$ cat config.mk
export PLATFORM = sky130hd
export DESIGN_NAME = servo_pwm_frame
export DESIGN_NICKNAME = d
export VERILOG_FILES = /design/src/rtl/servo_pwm_frame.sv
export SDC_FILE = /design/constraint.sdc
export NUM_CORES = 1
export LEC_CHECK = 0
export CORE_ASPECT_RATIO = 1.1
export CORE_UTILIZATION = 43
export CTS_CLUSTER_DIAMETER = 150
export CTS_CLUSTER_SIZE = 24
export DETAILED_ROUTE_END_ITERATION = 10
export GPL_TIMING_DRIVEN = 0
export PLACE_DENSITY = 0.72
export SLEW_MARGIN = 20
export SYNTH_ARGS = -nofsm -noshare
export SYNTH_HDL_FRONTEND = slang
export SYNTH_SLANG_ARGS = --single-unit
$ cat constraint.sdc
create_clock -name clk -period 2.21 [get_ports clk]
set_input_delay 0.442 -clock clk [delete_from_list [all_inputs] [get_ports clk]]
set_output_delay 0.442 -clock clk [all_outputs]
set_load 0.02 [all_outputs]
$ cat src/rtl/servo_pwm_frame.sv
// servo_pwm_frame: frame-synchronous hobby-servo PWM driver.
// Position and enable are captured only at the frame boundary, so each frame
// always carries one complete pulse of MIN_CYC + pos*STEP_CYC cycles.
// Optional feature macro: SERVO_SLEW_EN. When it is defined, the applied
// position moves toward the target by at most SLEW_STEP per frame.
module servo_pwm_frame #(
  parameter int unsigned FRAME_CYC = 240000,
  parameter int unsigned MIN_CYC   = 6000,
  parameter int unsigned STEP_CYC  = 94,
  parameter int unsigned CW        = 18,
  parameter int unsigned SLEW_STEP = 4
) (
  input  logic       clk,
  input  logic       rstn,
  input  logic [7:0] pos,
  input  logic       ena,
  output logic       servo,
  output logic       frame_tick,
  output logic [7:0] pos_applied
);

  localparam logic [CW-1:0] LP_LAST      = CW'(FRAME_CYC - 1);
  localparam logic [CW-1:0] LP_MIN       = CW'(MIN_CYC);
  localparam logic [CW-1:0] LP_STEP      = CW'(STEP_CYC);
  localparam logic [7:0]    LP_POS_RST   = 8'd128;
  localparam logic [CW-1:0] LP_WIDTH_RST = CW'(MIN_CYC + 128 * STEP_CYC);

  // Reject parameter sets where the longest pulse does not fit in a frame
  if ((MIN_CYC + 255 * STEP_CYC >= FRAME_CYC) || (SLEW_STEP == 0) ||
      (FRAME_CYC > (32'd1 << CW))) begin : g_bad_param
    $error("servo_pwm_frame: illegal parameter set");
  end

  logic [CW-1:0] r_cnt;
  logic [CW-1:0] r_width;
  logic          r_ena_lat;
  logic [7:0]    r_pos_applied;
  logic          r_servo;
  logic          r_frame_tick;

  logic          w_latch;
  logic [7:0]    w_pos_next;
  logic [CW-1:0] w_width_next;

  assign w_latch = (r_cnt == LP_LAST);

`ifdef SERVO_SLEW_EN
  localparam logic [8:0] LP_SLEW = 9'(SLEW_STEP);
  logic [8:0] w_up;
  logic [8:0] w_dn;

  // Step the applied position toward the target, limited to LP_SLEW per frame
  always_comb begin
    w_pos_next = r_pos_applied;
    w_up       = {1'b0, pos} - {1'b0, r_pos_applied};
    w_dn       = {1'b0, r_pos_applied} - {1'b0, pos};
    if (pos > r_pos_applied) begin
      w_pos_next = (w_up > LP_SLEW) ? 8'({1'b0, r_pos_applied} + LP_SLEW) : pos;
    end else if (pos < r_pos_applied) begin
      w_pos_next = (w_dn > LP_SLEW) ? 8'({1'b0, r_pos_applied} - LP_SLEW) : pos;
    end
  end
`else
  // Without slew limiting the target is applied directly
  assign w_pos_next = pos;
`endif

  assign w_width_next = LP_MIN + (CW'(w_pos_next) * LP_STEP);

  // Free-running frame counter, independent of enable
  always_ff @(posedge clk or negedge rstn) begin
    if (!rstn) begin
      r_cnt <= '0;
    end else if (w_latch) begin
      r_cnt <= '0;
    end else begin
      r_cnt <= r_cnt + CW'(1);
    end
  end

  // Capture position, pulse width and enable once per frame at the last count
  always_ff @(posedge clk or negedge rstn) begin
    if (!rstn) begin
      r_pos_applied <= LP_POS_RST;
      r_width       <= LP_WIDTH_RST;
      r_ena_lat     <= 1'b0;
    end else if (w_latch) begin
      r_pos_applied <= w_pos_next;
      r_width       <= w_width_next;
      r_ena_lat     <= ena;
    end
  end

  // Registered pulse and frame-start decode from the current count
  always_ff @(posedge clk or negedge rstn) begin
    if (!rstn) begin
      r_servo      <= 1'b0;
      r_frame_tick <= 1'b0;
    end else begin
      r_servo      <= r_ena_lat && (r_cnt < r_width);
      r_frame_tick <= (r_cnt == '0);
    end
  end

  assign servo       = r_servo;
  assign frame_tick  = r_frame_tick;
  assign pos_applied = r_pos_applied;

endmodule

==> qor.tcl, run 1 <==
set qor(chip_area_um2) 8430
set qor(yosys_register_bits) 43
set qor(crit_fanout) 5
set qor(worstPathCellList) {buf_12 -> fa_1 -> inv_1 -> fa_1 -> fa_1 -> inv_2 -> ha_4 -> nor2_4 -> a211oi_4 -> o311a_4 -> or4b_4 -> nand3_1 -> nor3_1 -> a221o_1}
set qor(placement.cell_area_um2) 3980
set qor(post_route_design_area_um2) 4400
set qor(place.detailed.instances) 503
set qor(cts_root_buffer) {sky130_fd_sc_hd__clkbuf_8}
set qor(core.rowCount) 33
set qor(ant_nets) 0
set qor(final-comb-area_um2) 2460
set qor(layout_setup_ws_ns) -1.49
set qor(max-clock-path-buffers) 2
set qor(largest_net_degree_at_the_start_of_global_routing) 31
set qor(synth_stat.cells) 377
set qor(syn_area_um2) 3470
set qor(outcome) {complete, but fails checks}
set qor(tightest_slew_ns) 0.590
set qor(synth_top_area_share_pct) 26.0
set qor(mostFrequentLayoutCell) {sky130_fd_sc_hd__inv_1}
set qor(p_total_mw) 3.89
set qor(ir_drop_v) 0.000748
set qor(p_leak_nw) 2.24
set qor(num_vias) 2749
set qor(slowest_stage) {sky130_fd_sc_hd__fa_1}
set qor(max_freq_ghz) 0.270
set qor(edf_count) 0
set qor(n_fill_cell) 675
set qor(synthToLayoutAreaGrowth_pct) 27.0
set qor(timing.critical_path.mode_cell) {sky130_fd_sc_hd__fa_1}
set qor(detail_route.iter0.violations) 112
set qor(timing.final.setup_violations) 11
set qor(postCtsResizedCells) 82
set qor(ys.warnings.count) 0
set qor(openroad_warnings) 30
set qor(cp_data_arrival_time_ns) 3.93
set qor(area_leader_netlist) {sky130_fd_sc_hd__dfrtp_1}
set qor(die_width_um) 87.6
set qor(place_worst_setup_slack_ns) -2.46
set qor(hold_slack_ns) 0.0332
set qor(critical-path-max-stage-delay_ns) 0.53
set qor(post_route_setup_tns_ns) -12.27
set qor(violated_checks) {negative setup slack}
set qor(finalHoldViolCount) 0
set qor(timing.setup.critical_path_class) {in2reg}
set qor(top_area_cells_in_the_synthesized_netlist) {sky130_fd_sc_hd__dfrtp_1 (26%), sky130_fd_sc_hd__ha_1 (16%), sky130_fd_sc_hd__fa_1 (9.8%)}
[run 1: layer usage]
| layer | GRT usage, % | up-vias | wire length (um) |
|---|---|---|---|
| li1 | - | 1329 | - |
| met1 | 22.6 | 1363 | 3160 |
| met2 | 35.2 | 45 | 3860 |
| met3 | 2.32 | 12 | 167 |
| met4 | 5.74 | 0 | 125 |
| met5 | 0 | - | 0 |
[run 1: sequential cells by signal (all words and copies together) (netlist names)]
signal	count
r_ena_lat	1
r_width	14
servo	1
r_cnt	18
frame_tick	1
pos_applied	8
[run 1: layout make-up]
cell class                 instances  area share, %
buffer                             8           1.14
clock buffer                       5           1.56
clock inverter                     3          0.341
inverter                          56           5.17
multi-input combinational        268           56.0
sequential                        43           24.7
tap                              105           2.98
timing repair buffer              34           8.18
[run 1: kinds of logic after synthesis]
| logic type | synth area share [%] |
|---|---|
| AOI/OAI and AO/OA | 11.8 |
| xor gates and xnor gates | 6.57 |
| adders and majority gates | 26.1 |
| buffers and inverters | 7.40 |
| DFF | 31.3 |
| muxes | 0.902 |
| and+or+nand+nor | 16.0 |
[run 1: worst paths after layout]
| check | from | end | slack, ns | depth (start not counted) |
|---|---|---|---|---|
| worst min register to register | r_width[10] | r_width[10] | 0.46 | 2 |
| worst max register to register | r_cnt[2] | servo | 0.07 | 9 |
| worst min-delay path | rstn | r_cnt[3] | 0.03 | 1 |
| worst max-delay path | pos[4] | r_width[14] | -1.49 | 14 |
| max in group asynchronous | rstn | r_width[14] | 1.64 | 2 |
| min in group clk | pos[6] | pos_applied[6] | 0.40 | 3 |
[run 1: where the power goes]
group	internal, mW	switching (mW)	leakage (nW)	total (mW)
sequential	0.806	0.00822	0.477	0.814
combinational	1.28	1.30	1.71	2.59
clock	0.217	0.272	0.0477	0.489
total	2.31	1.58	2.24	3.89
### Cells colored by class, run 1

Drawn at 4 px/um. Fill, decap, tap and diode cells in gray.
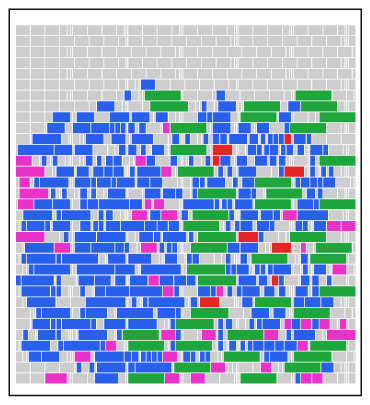
- combinational and other logic: blue (cells 324; share of their area 63%)
- remaining buffers and delay cells: magenta (cells 42; share of their area 9.6%)
- clock drivers and dummy loads: red (cells 8; share of their area 2.0%)
- sequential cells: green (cells 43; share of their area 25%)
Core ar.: 7640 um2
sequential fraction of total cell area: 24.7%

### Track usage over the die, run 1

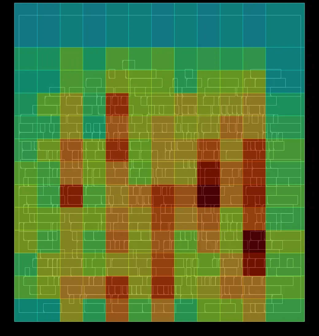
global routing met3 resource utilization: 2.32%
met2 track utilization from global routing: 35.2%

### Sequential cells grouped by signal name, run 1

Drawn at 4 px/um. Other sequential cells in the stronger gray, the rest of the logic in the fainter gray.
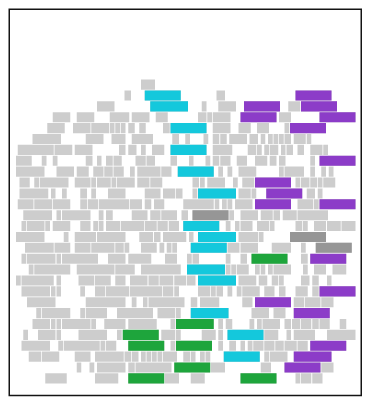
- `pos_applied`: green (placed flops 8; where bottom middle)
- `r_width`: cyan (placed flops 14)
- `r_cnt`: purple (placed flops 18)
sequential cell area: 1090 um2
Final Util: 57.7%
Flop+latch power: 0.814 mW

### Supply network, run 1

Drawn at 4 px/um. Pins as bars on the die edge.
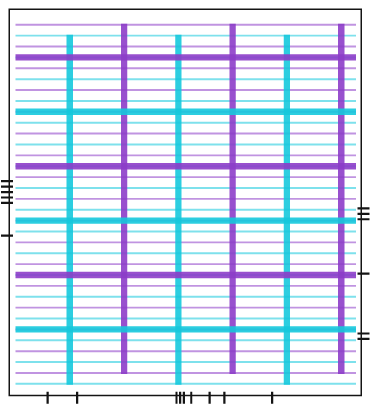

--- run 2 (diff from run 1) ---
- PLACE_DENSITY: 0.72 -> 0.74
- clock period: 2.21 -> 3.15 ns (I/O delays scaled with it)
### Supply network, run 2

Drawn at 4 px/um. Pins as bars on the die edge.
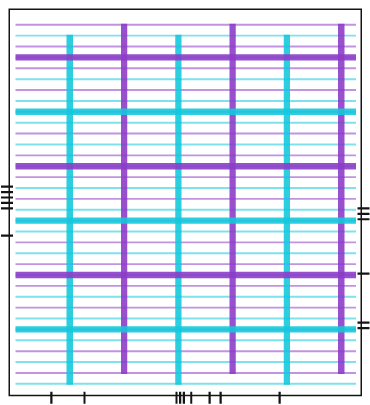
- VDD: purple
- VSS: cyan
- met1 rails: 34
- rows: 33
- met5 straps: 6
- signal pins: 21
Horiz. Die Dim: 87.6 um
die boundary height: 96.2 um
Max rail drop VDD: 0.000478 V

==> run 2 against run 1 <==
Critical endpoint unchanged. Sequential share of layout area increased by 0.084 points. Die size is the same. Critical path depth is 1 higher. Clock skew is 0.0043 ns higher. Global-route usage up 0.27 points. The run still ends with negative setup slack left.
==> qor.tcl, run 2 <==
set qor(layout-drive-gt1-share_pct) 23.9
set qor(yosys_register_bits) 43
set qor(core_region_area_um2) 7640
set qor(slowest_stage) {sky130_fd_sc_hd__fa_2}
set qor(syn_area_um2) 3470
set qor(area_leader_netlist) {sky130_fd_sc_hd__dfrtp_1}
set qor(final-comb-area_um2) 2410
set qor(diodes_inserted) 0
set qor(synth-area-yosys_um2) 3470
set qor(outcome) {complete, but fails checks}
set qor(chip_area_um2) 8430
set qor(mostFrequentLayoutCell) {sky130_fd_sc_hd__inv_1}
set qor(ys.warnings.count) 0
set qor(met1_usage_pct) 21.8
set qor(dominantRegCellSynth) {sky130_fd_sc_hd__dfrtp_1}
set qor(grtUsageMet3_pct) 2.32
set qor(tightest_slew_ns) 0.662
set qor(post_route_design_area_um2) 4380
set qor(powerClk_mw) 0.425
set qor(yosys.stat.seqShare_pct) 31.3
set qor(number_of_port_buffers) 20
set qor(synthToLayoutAreaGrowth_pct) 26.5
set qor(timing.setup.critical_path_class) {in2reg}
set qor(grt_busiest_layer) {met2}
set qor(largest_net_degree_at_the_start_of_global_routing) 30
set qor(pwr.group.combinational_mw) 1.92
set qor(detailed_routed_wire_length_on_met3_um) 200
set qor(power_report.internal_total_mw) 1.78
set qor(cts_tree) {done}
set qor(place_worst_setup_slack_ns) -1.75
set qor(synth_stat.cells) 377
set qor(largest_register_ff_count) 18
set qor(placement.cell_area_um2) 3970
set qor(worstPathCellList) {buf_6 -> fa_1 -> fa_1 -> inv_2 -> fa_2 -> inv_2 -> ha_4 -> and3_4 -> a221oi_4 -> buf_4 -> mux2i_4 -> o22ai_2 -> o221ai_2 -> nor3_1 -> a221o_1}
set qor(fin_crit_sh_pct) 122
set qor(violated_checks) {negative setup slack}
set qor(p_leak_nw) 2.25
set qor(edf_count) 0
set qor(core.rowCount) 33
set qor(top_layer) {met4}
set qor(finalHoldViolCount) 0
set qor(max_power_group) {combinational logic}
set qor(switching_power_mw) 1.13
set qor(max-clock-path-buffers) 2
set qor(via_count_of_the_first_global_routing_pass) 2895
set qor(num_vias) 2696
set qor(cp_data_required_time_ns) 3.37
set qor(max_freq_ghz) 0.260
set qor(n_fill_cell) 630
set qor(layout_setup_ws_ns) -0.703
set qor(cts_root_buffer) {sky130_fd_sc_hd__clkbuf_8}
set qor(grt.total_usage_pct) 19.2
set qor(sequentialPower_mw) 0.571
set qor(post_synth_most_frequent_cells) {sky130_fd_sc_hd__inv_1 (56), sky130_fd_sc_hd__ha_1 (45), sky130_fd_sc_hd__nand2_1 (45), sky130_fd_sc_hd__dfrtp_1 (36), sky130_fd_sc_hd__nor2_1 (28)}
set qor(critical-path-max-stage-delay_ns) 0.53
set qor(cp_data_arrival_time_ns) 4.07
set qor(routed-wl-met2_mm) 3.90
set qor(clock_sinks) 43
set qor(max_flop_register) {r_cnt}
set qor(power_frac_comb_pct) 65.8
set qor(power.share.clock_pct) 14.6
set qor(netlist.top_cell.by_instances) {sky130_fd_sc_hd__inv_1}
set qor(netSwitchingFraction_pct) 38.8
set qor(synth_top_area_share_pct) 26.0
set qor(detail_route.iter0.violations) 110
set qor(drv_slew) 0
set qor(top_area_cells_in_the_synthesized_netlist) {sky130_fd_sc_hd__dfrtp_1 (26%), sky130_fd_sc_hd__ha_1 (16%), sky130_fd_sc_hd__fa_1 (9.8%)}
set qor(met1_length_mm) 3.19
set qor(grt_use_met2_pct) 36.8
set qor(openroad_warnings) 30
set qor(seq_area_um2) 1080
set qor(pwr-share-seq_pct) 19.6
set qor(ant_nets) 0
set qor(power_per_cell_area_nw_per_um2) 664
set qor(timing.final.setup_violations) 8
set qor(max_capacitance_violation_total) 0
set qor(crit_fanout) 6
-- run 2: through the flow --
step                total power [mW]  utilization [%]  hold WS (ns)  setup TNS (ns)  cells
floorplan                       1.75                -         0.334           -4.49    377
global placement                1.94             51.8         0.452          -14.13    502
detailed placement              1.99             52.0         0.460          -14.70    503
CTS                             2.83             56.7         0.234           -4.42    526
global route                    3.11             57.4         0.240           -5.37    527
finish                          2.91             57.4         0.227           -4.58    527
-- run 2: repair_timing --
action,in CTS,in global routing
hold buffers,0,0
resized,82,9
endpoints found under the hold margin,0,0
pin swaps,27,9
buffers inserted,15,1
setup endpoints to repair,11,10
-- run 2: final cells by class --
class                   count  area share [%]
well taps                 105            3.00
inverters                  56            5.02
flip-flops and latches     43            24.7
plain buffers              10            1.20
repair buffers             37            8.53
clock buffers               5            1.57
clock inverters             3           0.999
multi-input cells         268            54.9
-- run 2: worst reg2reg max path: cells and delay by family, from the launching register on --
family                 cells  cell delay (ns)
flip-flops                 1             0.48
AND-OR/OR-AND              1             0.10
buffers and inverters      1             0.44
AND/OR/NAND/NOR            5             1.30
-- run 2: path summary, 6_finish.rpt --
kind | endpoint | slack (ns) | startpoint | cells past startpoint
setup / recovery | r_width[14] | -0.70 | pos[5] | 15
hold / removal | servo | 0.23 | rstn | 1
setup reg to reg | r_width[7] | 0.77 | r_cnt[2] | 7
hold reg to reg | r_width[10] | 0.47 | r_width[10] | 2
max in group asynchronous | r_width[14] | 2.38 | rstn | 2
min in group clk | r_width[10] | 0.47 | r_width[10] | 2
-- run 2: logic make-up after synthesis --
group	count (synthesis)	share of synthesized area (%)
and+or+nand+nor	118	16.0
buffers and inverters	66	7.40
adders and majority gates	62	26.1
AOI/OAI and AO/OA	59	11.8
DFF	43	31.3
xor gates and xnor gates	26	6.57
muxes	3	0.902
Power is estimated from default activity; no workload was simulated.
